==> config.mk <==
export PLATFORM = sky130hd
export DESIGN_NAME = memory_stage
export DESIGN_NICKNAME = d
export VERILOG_FILES = /design/src/rtl/memory_stage.sv
export SDC_FILE = /design/constraint.sdc
export NUM_CORES = 1
export LEC_CHECK = 0
export ABC_AREA = 1
export CAP_MARGIN = 20
export CELL_PAD_IN_SITES_DETAIL_PLACEMENT = 1
export CELL_PAD_IN_SITES_GLOBAL_PLACEMENT = 1
export CORE_MARGIN = 2
export CORE_UTILIZATION = 39
export CTS_BUF_LIST = sky130_fd_sc_hd__clkbuf_2 sky130_fd_sc_hd__clkbuf_4 sky130_fd_sc_hd__clkbuf_8
export DETAILED_ROUTE_END_ITERATION = 16
export PLACE_DENSITY = 0.86
export SETUP_SLACK_MARGIN = 0.4
export SLEW_MARGIN = 10
export SYNTH_ARGS = -nofsm -noshare
export SYNTH_HDL_FRONTEND = slang
export SYNTH_SLANG_ARGS = --single-unit
==> constraint.sdc <==
create_clock -name clk -period 30 [get_ports clk]
set_clock_uncertainty 0.1 [all_clocks]
set_input_delay 6 -clock clk [delete_from_list [all_inputs] [get_ports clk]]
set_output_delay 6 -clock clk [all_outputs]
set_load 0.01 [all_outputs]
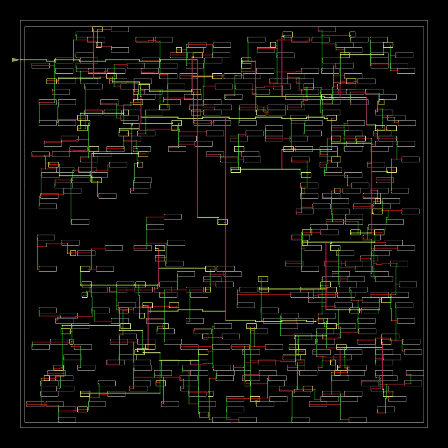
**Above:** run 1 (clock nets).
Clock Latency Late Sink: 0.62 ns
clock sinks: 376

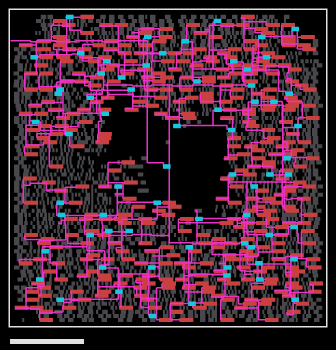
**Above:** run 1 (routed clock nets over the placement).
The bar under the picture is 50 µm long.
[flip-flops] red | count: 376
[clock wires] magenta | length: 5580 µm
[clock drivers] cyan | count: 67
routed clock nets: 68
flops lie: widely spread
Clock group: 482 µW
clock power share: 18.9%

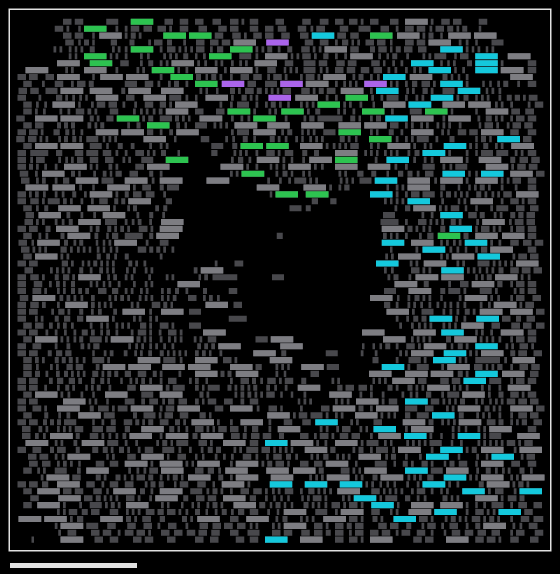
**Above:** run 1 (sequential cells coloured by netlist name).
The bar under the picture is 50 µm long. Other sequential cells in the stronger grey, the rest of the logic in the fainter grey.
| signal | colour | placed flops |
|---|---|---|
| `wb_reg_addr` | purple | 5 |
| `r_iid` | cyan | 64 |
| `wb_pc` | green | 32 |
not coloured: 275
register area: 0.00941 mm²
final design utilization: 53.5%
fraction of area in registers: 40.8%
P_seq: 937 µW

==> flow_summary_export.csv <==
group,metric,value,unit
routing,drc,0,
die,die_h,213,µm
logic_synthesis,synth_area,0.0170,mm²
run,maxCapViolCount,0,
place,dpl.hpwl,42000,µm
status,status,"completed",
clock_tree,cts_resized,0,
clock_tree,cts_setup_buffers,0,
logic_synthesis,syn_area_per_cell,8.10,µm²
run,warnings,42,
critical_path,slowest_stage,"clkdlybuf4s50_1",
global_route,grt-ovfl-total,0,
final_layout,fillers,5108,
global_route,gr-usage-all-layers,27.3,%
critical_path,crit_path_start_kind,"primary input",
final_layout,drive_gt1_share,5.30,%
logic_synthesis,ys_warn_count,0,
final_layout,fin_nets,2733,
logic_synthesis,syn_inst,2098,
die,core-area,0.0431,mm²
final_layout,final_cell_area,0.0231,mm²
routing,vias,16300,
global_route,grt_pass1_vias,17400,
logic_synthesis,top_area_share,55.4,%
critical_path,cp-end-kind,"flop",
logic_synthesis,common_cells,"nand2_1 (968), dfrtp_1 (376), nor2_1 (186)",
die,io_pins,479,
logic_synthesis,yosys_area,0.0170,mm²
die,fp_util,39.4,%
sta,max-slew-margin-rel,26.8,%
worst_hold_path,hold_path_class,"flop to flop",
logic_synthesis,async_flop_share,100,%
sta,setup_violations,0,
logic_synthesis,yosys_most_used_dff,"dfrtp_1",
sta,fin_crit_sh,31.1,%
routing,dr.first_iter.drc_count,1268,
power_and_ir_drop,ir_drop,0.0000871,V
clock_tree,cts-buffers-inserted,67,
place,placed_area,0.0216,mm²
routing,drt-total-wl,62900,µm
clock_tree,ctsHoldBuffers,0,
sta,worst_pin_slew,1.10,ns
clock_tree,cts_buffer_depth,3,
logic_synthesis,ys_seq_share,55.4,%
critical_path,cp_top_family,"buffers and inverters",
sta,slew_viol_final,0,
sta,fmax,0.107,GHz
die,die_w,213,µm
place,port_buffers,476,
power_and_ir_drop,p_per_area,111,mW/mm²
global_route,grt_max_degree,222,
routing,wire_per_inst,20.2,µm
logic_synthesis,synth_flops,376,
clock_tree,clock-root-buffer,"clkbuf_8",
routing,dr.pass1.iters,5,
clock_tree,cts_tree,"yes",
logic_synthesis,synth_area_leader_cell,"dfrtp_1",
routing,via_per_inst,5.23,
final_layout,layout-area-overhead-vs-synth,35.7,%
die,die_area,0.0452,mm²
power_and_ir_drop,p_leak,0.0107,µW
logic_synthesis,ys_cells,2098,
clock_tree,clkTransAtPathRegs,0.06,ns
critical_path,cpPeakStageDelay,0.99,ns
logic_synthesis,top_cell,"nand2_1",
critical_path,cp.required,30.41,ns
routing,ant_nets,0,
die,num_rows,76,
logic_synthesis,synth.area.top_cells,"dfrtp_1 (55%), nand2_1 (21%), a31oi_1 (5.5%)",
sta,finalHoldViolCount,0,
global_route,grt_pass1_wl,95600,µm
critical_path,critPathMaxFanout,87,
==> run 1: worst register-to-register path, stage by stage, from the launching register on <==
cell,delay [ns]
dfrtp_1,0.35
buf_4,0.35
inv_1,0.37
nand2_1,0.28
nand2_8,0.40
inv_4,0.89
buf_4,0.87
nand2_1,0.23
a31oi_1,0.25
==> run 1: placed cells by master, fill, tap and decap left out, drive strengths merged, types with 8 or more instances in the layout <==
master,instances
a21oi,45
a31oi,149
buf,12
clkbuf,103
clkdlybuf4s50,476
dfrtp,376
inv,50
nand2,972
nand3,30
nand4,8
nor2,187
o211ai,15
o21ai,75
==> run 1: area by class of cell <==
type | instances | area (µm²) | share of cell area, %
clock inverters | 4 | 25.0 | 0.109
well taps | 585 | 732 | 3.17
repair buffers | 488 | 4940 | 21.4
inverters | 51 | 209 | 0.906
diodes | 5 | 12.5 | 0.0543
flip-flops and latches | 376 | 9410 | 40.8
multi-input cells | 1505 | 6440 | 27.9
clock buffers | 103 | 1290 | 5.58
==> run 1: metal layers <==
layer | global-route usage [%] | up-vias | part of all wire [%]
li1 | - | 7455 | -
met1 | 32.0 | 8068 | 38
met2 | 45.6 | 592 | 49
met3 | 8.62 | 165 | 8.1
met4 | 13.1 | 8 | 4.6
met5 | 0 | - | 0.091
==> run 1: report_power, final <==
part           internal, µW  total [µW]  leakage [µW]  switching [µW]
registers               766         937       0.00444             171
clock network           270         482      0.000694             212
logic                   498        1130       0.00552             631
total                  1530        2550        0.0107            1010
==> run 1: kinds of logic after synthesis <==
group	after synthesis	share of synthesized area [%]
AND/OR/NAND/NOR	1199	27.0
adder cells (fa/ha/maj)	4	0.295
AND-OR/OR-AND	300	10.4
flip-flops	376	55.4
buffers and inverters	218	6.88
other	1	0.0221
==> run 1: per-stage QoR <==
step / cells / total power, µW / utilization (%) / hold WS (ns) / worst slack [ns]
final: 3117 / 2550 / 53.5 / 0.368 / 20.67
after global routing: 3115 / 2720 / 53.5 / 0.395 / 20.41
after CTS: 3108 / 2560 / 53.3 / 0.372 / 20.26
after detailed placement: 3001 / 2060 / 50.2 / 0.359 / 19.60
after global placement: 3001 / 1990 / 50.2 / 0.353 / 19.79
after floorplan: 2099 / 1510 / - / 0.342 / 13.46
No activity file was given, so power comes from the tool's default toggle rates.
